## src/rtl/alu_io_pkg.sv

```systemverilog
// Shared constants for the ALU front-panel I/O slice.
//   N_BTN            : number of push-button channels
//   CH_A/CH_B/CH_OP  : channel index of the load-A, load-B and load-Op buttons
//   DEBOUNCE_DEFAULT : default debounce interval (10 ms at 100 MHz)
//   lowest_set()     : one-hot isolate of the lowest set bit (fixed-priority grant)
package alu_io_pkg;

   localparam int unsigned N_BTN            = 3;
   localparam int unsigned CH_A             = 0;
   localparam int unsigned CH_B             = 1;
   localparam int unsigned CH_OP            = 2;
   localparam int unsigned DEBOUNCE_DEFAULT = 1000000;

   // v & -v keeps only the lowest set bit; zero in gives zero out.
   function automatic logic [N_BTN-1:0] lowest_set(input logic [N_BTN-1:0] v);
      lowest_set = v & (~v + N_BTN'(1));
   endfunction

endpackage

```

## src/rtl/btn_debounce.sv

```systemverilog
// One push-button channel: 2-flop synchronizer, stability counter and
// debounced level register, plus a combinational rise strobe.
//   clk   : system clock
//   reset : asynchronous active-low reset
//   btn   : raw asynchronous button input
//   level : debounced stable level
//   rise  : high for the single cycle in which level is about to go 0->1
module btn_debounce
   import alu_io_pkg::*;
#(
   parameter int unsigned DEBOUNCE_CYCLES = DEBOUNCE_DEFAULT
) (
   input  logic clk,
   input  logic reset,
   input  logic btn,
   output logic level,
   output logic rise
);

   localparam int unsigned          CNT_W    = $clog2(DEBOUNCE_CYCLES);
   localparam logic [CNT_W-1:0]     CNT_LAST = CNT_W'(DEBOUNCE_CYCLES - 1);

   logic             s1, s2, stable;
   logic [CNT_W-1:0] cnt;
   logic             accept;

   // s2 has disagreed with stable for DEBOUNCE_CYCLES consecutive edges
   // (counter 0..DEBOUNCE_CYCLES-1); any agreeing cycle restarts the count.
   assign accept = (s2 != stable) && (cnt == CNT_LAST);

   always_ff @(posedge clk or negedge reset) begin
      if (!reset) begin
         s1     <= 1'b0;
         s2     <= 1'b0;
         stable <= 1'b0;
         cnt    <= '0;
      end else begin
         s1 <= btn;
         s2 <= s1;
         if (s2 == stable) begin
            cnt <= '0;
         end else if (accept) begin
            stable <= s2;
            cnt    <= '0;
         end else begin
            cnt <= cnt + CNT_W'(1);
         end
      end
   end

   assign level = stable;
   assign rise  = accept & s2;

endmodule

```

## src/rtl/btn_conditioner.sv

```systemverilog
// Conditions the three ALU load buttons into single-cycle load strobes.
// Each channel is debounced independently; accepted presses are latched as
// pending and then issued one per cycle in index order (A, B, Op).
//   clk       : 100 MHz system clock
//   reset     : asynchronous active-low reset
//   btn[2:0]  : raw buttons, [0]=load A, [1]=load B, [2]=load Op
//   e1/e2/e3  : registered one-cycle load-A / load-B / load-Op pulses
//   btn_level : debounced level per button (LED drive)
module btn_conditioner
   import alu_io_pkg::*;
#(
   parameter int unsigned DEBOUNCE_CYCLES = DEBOUNCE_DEFAULT
) (
   input  logic             clk,
   input  logic             reset,
   input  logic [N_BTN-1:0] btn,
   output logic             e1,
   output logic             e2,
   output logic             e3,
   output logic [N_BTN-1:0] btn_level
);

   logic [N_BTN-1:0] rise, pending, grant, e_q;

   for (genvar i = 0; i < N_BTN; i++) begin : g_ch
      btn_debounce #(.DEBOUNCE_CYCLES(DEBOUNCE_CYCLES)) u_db (
         .clk   (clk),
         .reset (reset),
         .btn   (btn[i]),
         .level (btn_level[i]),
         .rise  (rise[i])
      );
   end

   assign grant = lowest_set(pending);

   // A rise on an already-pending channel just re-sets the same bit, so it
   // merges into one pulse. A granted bit cannot coincide with a new rise on
   // that channel: a second rise needs a full debounced release first.
   always_ff @(posedge clk or negedge reset) begin
      if (!reset) begin
         pending <= '0;
         e_q     <= '0;
      end else begin
         pending <= (pending & ~grant) | rise;
         e_q     <= grant;
      end
   end

   assign e1 = e_q[CH_A];
   assign e2 = e_q[CH_B];
   assign e3 = e_q[CH_OP];

endmodule

```

## config.mk

```make
export PLATFORM = sky130hd
export DESIGN_NAME = btn_conditioner
export DESIGN_NICKNAME = d
export VERILOG_FILES = /design/src/rtl/alu_io_pkg.sv /design/src/rtl/btn_debounce.sv /design/src/rtl/btn_conditioner.sv
export SDC_FILE = /design/constraint.sdc
export NUM_CORES = 1
export LEC_CHECK = 0
export CORE_AREA = 8 8 118 120
export CTS_BUF_LIST = sky130_fd_sc_hd__clkbuf_2 sky130_fd_sc_hd__clkbuf_4 sky130_fd_sc_hd__clkbuf_8
export DETAILED_ROUTE_END_ITERATION = 6
export DIE_AREA = 0 0 126 128
export GPL_ROUTABILITY_DRIVEN = 0
export SETUP_SLACK_MARGIN = 0.3
export SYNTH_ARGS = -nofsm -noshare
export SYNTH_HDL_FRONTEND = slang
export SYNTH_SLANG_ARGS = --single-unit
```

## constraint.sdc

```tcl
create_clock -name clk -period 2.2 [get_ports clk]
set_input_delay 0.55 -clock clk [delete_from_list [all_inputs] [get_ports clk]]
set_output_delay 0.55 -clock clk [all_outputs]
set_load 0.005 [all_outputs]
```

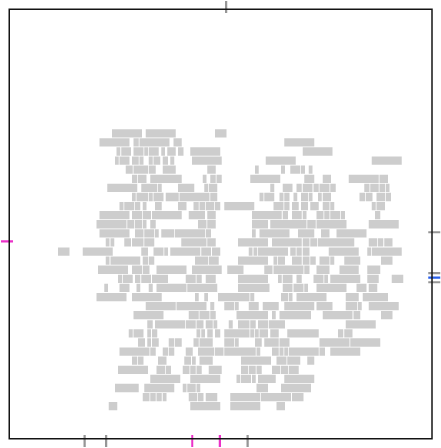
Run 1: ports around the boundary
Pins as bars across the die edge, other pins in gray.
port	color	pins	direction	edge
e1	blue	1	output	right
btn	magenta	3	input	2 bottom, 1 left

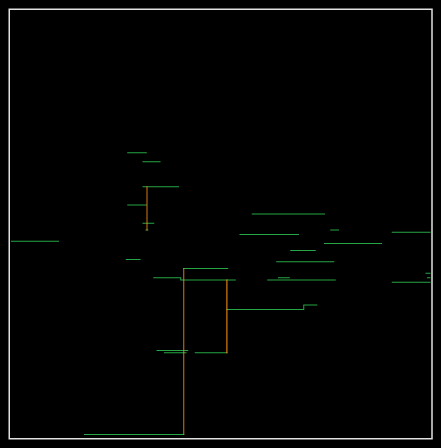
Run 1: wiring by layer
Only two layers are drawn.
layer	color	wire length
M3	green	300 um
M4	orange	84.3 um

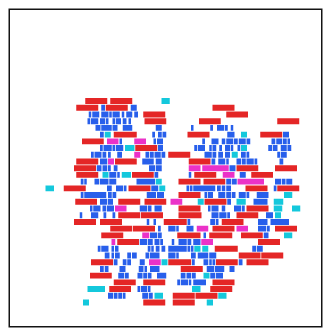
Run 1: cell classes on the final placement
class	color	cells	share of their area
clock drivers and dummy loads	magenta	16	5.6%
sequential cells	red	75	47%
remaining logic cells	blue	257	41%
remaining buffers and delay cells	cyan	29	6.6%

==> run_summary.xml, run 1 <==
<?xml version="1.0" encoding="UTF-8"?>
<metrics>
  <group name="power">
    <metric name="proportion_of_power_drawn_by_the_clock_network" unit="">0.438</metric>
    <metric name="power_sequential" unit="W">0.00142</metric>
    <metric name="p_comb" unit="W">0.000111</metric>
    <metric name="final_total_pwr" unit="W">0.00272</metric>
  </group>
  <group name="synth">
    <metric name="synth.cellmix.xorXnorShare" unit="">0.0996</metric>
    <metric name="synth-adder-area-share" unit="">0.0107</metric>
    <metric name="post_synth_edffs" unit="">0</metric>
    <metric name="synth-cells-yosys" unit="">345</metric>
    <metric name="yosys.stat.chipArea" unit="um2">3520</metric>
    <metric name="post_synth_main_area_contributors" unit="">sky130_fd_sc_hd__dfrtp_1 (53%), sky130_fd_sc_hd__xnor2_1 (5.5%), sky130_fd_sc_hd__nor2_1 (4.7%)</metric>
    <metric name="synth_area" unit="um2">3520</metric>
  </group>
  <group name="job">
    <metric name="maxCapViolations" unit="">0</metric>
  </group>
  <group name="worst_setup_path">
    <metric name="worst-path-max-fanout" unit="">7</metric>
    <metric name="r2r-end" unit="">g_ch[2].u_db.cnt[18]</metric>
    <metric name="critical_path.n_buffers_inverters" unit="">0</metric>
  </group>
  <group name="layout">
    <metric name="insertedDiodeCount" unit="">0</metric>
    <metric name="num-fill-cells" unit="">1209</metric>
    <metric name="fraction_of_final_layout_cells_sized_beyond_drive_strength_1" unit="">0.175</metric>
  </group>
  <group name="floorplanning">
    <metric name="fp-utilization" unit="">0.288</metric>
    <metric name="core.rowCount" unit="">41</metric>
  </group>
  <group name="cts">
    <metric name="postCtsSetupBuffers" unit="">2</metric>
  </group>
  <group name="global_route">
    <metric name="groute.usage.overall" unit="">0.0891</metric>
    <metric name="groute.layer.met2.usage" unit="">0.146</metric>
  </group>
  <group name="timing">
    <metric name="worstMarginPinSlew" unit="ps">458</metric>
  </group>
  <group name="status">
    <metric name="outcome" unit="">complete, no violations</metric>
  </group>
</metrics>
Run 1, track usage over the die:
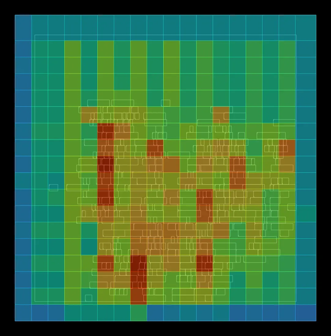

==> run 2, diff against run 1 <==
Clock period 2.2 ns to 1.8 ns, I/O delays scaled along.
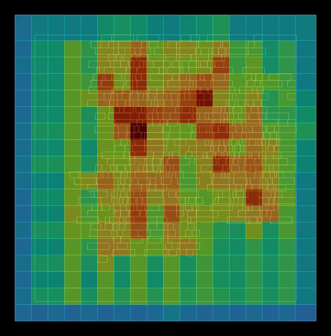
Run 2: track usage over the die
most utilized layer in the global route result: met2
global-route total usage across every layer: 0.103
met1 routing resource usage after global routing: 0.124
Global Route met3 Usage: 0.0183
average wire per cell in the routed design: 14.3 um

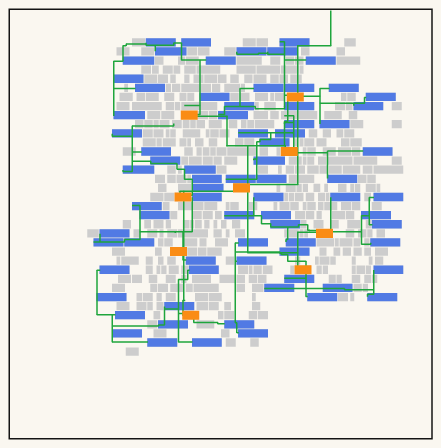
Run 2: clock distribution
[flip-flops] blue | count: 75
[clock-net drivers] orange | count: 9
[clock wires] green | length: 1020 um
routed clock nets	10

==> run 2 against run 1 <==
- the run now ends with setup timing left
- register-to-register slack got worse by 360 ps
- final cell count rose by 11%
- maximum frequency grew 2.2%
- power grew 25%
- area after synthesis unchanged
- critical path type unchanged
- largest cell class is now logic gates
- highest routed layer unchanged
==> run_summary.xml, run 2 <==
<?xml version="1.0" encoding="UTF-8"?>
<metrics>
  <group name="synth">
    <metric name="post_synth_main_area_contributors" unit="">sky130_fd_sc_hd__dfrtp_1 (53%), sky130_fd_sc_hd__xnor2_1 (5.5%), sky130_fd_sc_hd__nor2_1 (4.7%)</metric>
    <metric name="synth.cellmix.xorXnorShare" unit="">0.0996</metric>
    <metric name="synth_area" unit="um2">3520</metric>
    <metric name="yosys.stat.chipArea" unit="um2">3520</metric>
    <metric name="post_synth_edffs" unit="">0</metric>
    <metric name="synth.top_cells.by_count" unit="">sky130_fd_sc_hd__dfrtp_1 (75), sky130_fd_sc_hd__nor2_1 (44), sky130_fd_sc_hd__xnor2_1 (22)</metric>
  </group>
  <group name="job">
    <metric name="maxCapViolations" unit="">0</metric>
  </group>
  <group name="timing">
    <metric name="worstMarginPinSlew" unit="ps">335</metric>
    <metric name="fin_ws" unit="ps">-5.55</metric>
    <metric name="final_setup_violation_count" unit="">1</metric>
  </group>
  <group name="status">
    <metric name="failed_checks" unit="">setup timing</metric>
    <metric name="outcome" unit="">finished with violations</metric>
  </group>
  <group name="layout">
    <metric name="num-fill-cells" unit="">1106</metric>
    <metric name="insertedDiodeCount" unit="">0</metric>
    <metric name="fraction_of_final_layout_cells_sized_beyond_drive_strength_1" unit="">0.428</metric>
  </group>
  <group name="cts">
    <metric name="tritoncts_num_sinks" unit="">75</metric>
    <metric name="postCtsSetupBuffers" unit="">28</metric>
    <metric name="tritoncts" unit="">yes</metric>
  </group>
  <group name="floorplanning">
    <metric name="core.rowCount" unit="">41</metric>
    <metric name="fp-utilization" unit="">0.288</metric>
    <metric name="io_pins" unit="">11</metric>
  </group>
  <group name="worst_setup_path">
    <metric name="worst-path-max-fanout" unit="">5</metric>
    <metric name="critical_path.n_buffers_inverters" unit="">1</metric>
    <metric name="r2r-end" unit="">g_ch[2].u_db.cnt[16]</metric>
  </group>
  <group name="power">
    <metric name="p_comb" unit="W">0.000241</metric>
    <metric name="proportion_of_power_drawn_by_the_clock_network" unit="">0.419</metric>
    <metric name="cellInternalPower" unit="W">0.00260</metric>
    <metric name="final_total_pwr" unit="W">0.00339</metric>
    <metric name="leakagePower" unit="nW">2.07</metric>
    <metric name="power_sequential" unit="W">0.00173</metric>
  </group>
  <group name="global_route">
    <metric name="groute.layer.met2.usage" unit="">0.173</metric>
  </group>
  <group name="hold_path">
    <metric name="hold_path_class" unit="">flip-flop to flip-flop</metric>
    <metric name="holdPathEnd" unit="">g_ch[1].u_db.s2</metric>
  </group>
</metrics>
Run 2, wiring by layer:
Only two layers are drawn.
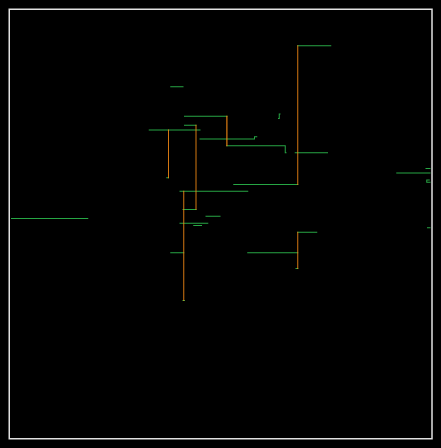

==> run 3, diff against run 2 <==
Settings changed: CELL_PAD_IN_SITES_DETAIL_PLACEMENT from default to 1, CELL_PAD_IN_SITES_GLOBAL_PLACEMENT from default to 2, CORE_AREA 8 8 118 120 to 8 8 106 133, DIE_AREA 0 0 126 128 to 0 0 114 141, PLACE_DENSITY_LB_ADDON from default to 0.1.
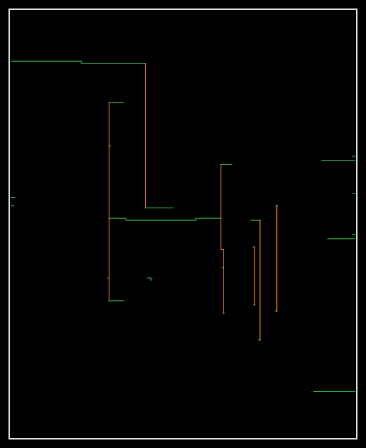
Run 3: wiring by layer
Only two layers are drawn.
total wire length: 9540 um
Via Count: 2922

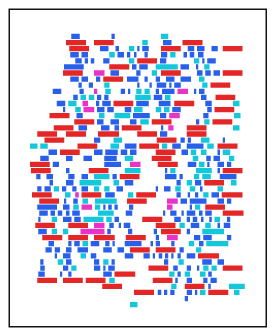
Run 3: cell classes on the final placement
Seq area share: 0.353
share of the core filled with cells in the final layout: 0.447
core box area: 11900 um2
site row count: 45
final std cell area, no fill: 5340 um2

==> run 3 against run 2 <==
- utilization grew 2.5 points
- non-clock buffer count grew 11
- first-iteration DRC count shrank 60%
- setup slack gained 13 ps
- register-to-register slack is essentially flat
- sequential power is essentially flat
- global-route usage grew 2.2 points
- the flow now finishes without violations
- clock skew grew 1.8 ps
- area after synthesis is the same
- power shrank 2.5%
==> run_summary.xml, run 3 <==
<?xml version="1.0" encoding="UTF-8"?>
<metrics>
  <group name="status">
    <metric name="outcome" unit="">complete, no violations</metric>
  </group>
  <group name="synth">
    <metric name="synth.top_cells.by_count" unit="">sky130_fd_sc_hd__dfrtp_1 (75), sky130_fd_sc_hd__nor2_1 (44), sky130_fd_sc_hd__xnor2_1 (22)</metric>
    <metric name="synth.cellmix.xorXnorShare" unit="">0.0996</metric>
    <metric name="yosys.stat.chipArea" unit="um2">3520</metric>
    <metric name="synth_area" unit="um2">3520</metric>
  </group>
  <group name="cts">
    <metric name="tritoncts_num_sinks" unit="">75</metric>
    <metric name="postCtsSetupBuffers" unit="">31</metric>
    <metric name="tritoncts" unit="">yes</metric>
  </group>
  <group name="timing">
    <metric name="final_setup_violation_count" unit="">0</metric>
    <metric name="fin_ws" unit="ps">7.28</metric>
  </group>
  <group name="drt">
    <metric name="routedWlPerCell" unit="um">15.6</metric>
  </group>
  <group name="layout">
    <metric name="insertedDiodeCount" unit="">0</metric>
    <metric name="fraction_of_final_layout_cells_sized_beyond_drive_strength_1" unit="">0.441</metric>
  </group>
  <group name="power">
    <metric name="cellInternalPower" unit="W">0.00252</metric>
    <metric name="p_comb" unit="W">0.000271</metric>
    <metric name="final_total_pwr" unit="W">0.00331</metric>
    <metric name="power_sequential" unit="W">0.00173</metric>
  </group>
  <group name="global_route">
    <metric name="grtUsageMet3" unit="">0.0201</metric>
    <metric name="grt_use_met1" unit="">0.159</metric>
    <metric name="groute.layer.met2.usage" unit="">0.200</metric>
  </group>
  <group name="hold_path">
    <metric name="hold_path_class" unit="">input pin to async pin</metric>
  </group>
  <group name="worst_setup_path">
    <metric name="worst-path-max-fanout" unit="">5</metric>
  </group>
  <group name="floorplanning">
    <metric name="io_pins" unit="">11</metric>
    <metric name="fp-utilization" unit="">0.295</metric>
  </group>
  <group name="job">
    <metric name="maxCapViolations" unit="">0</metric>
  </group>
</metrics>
Power is estimated from default activity; no workload was simulated.
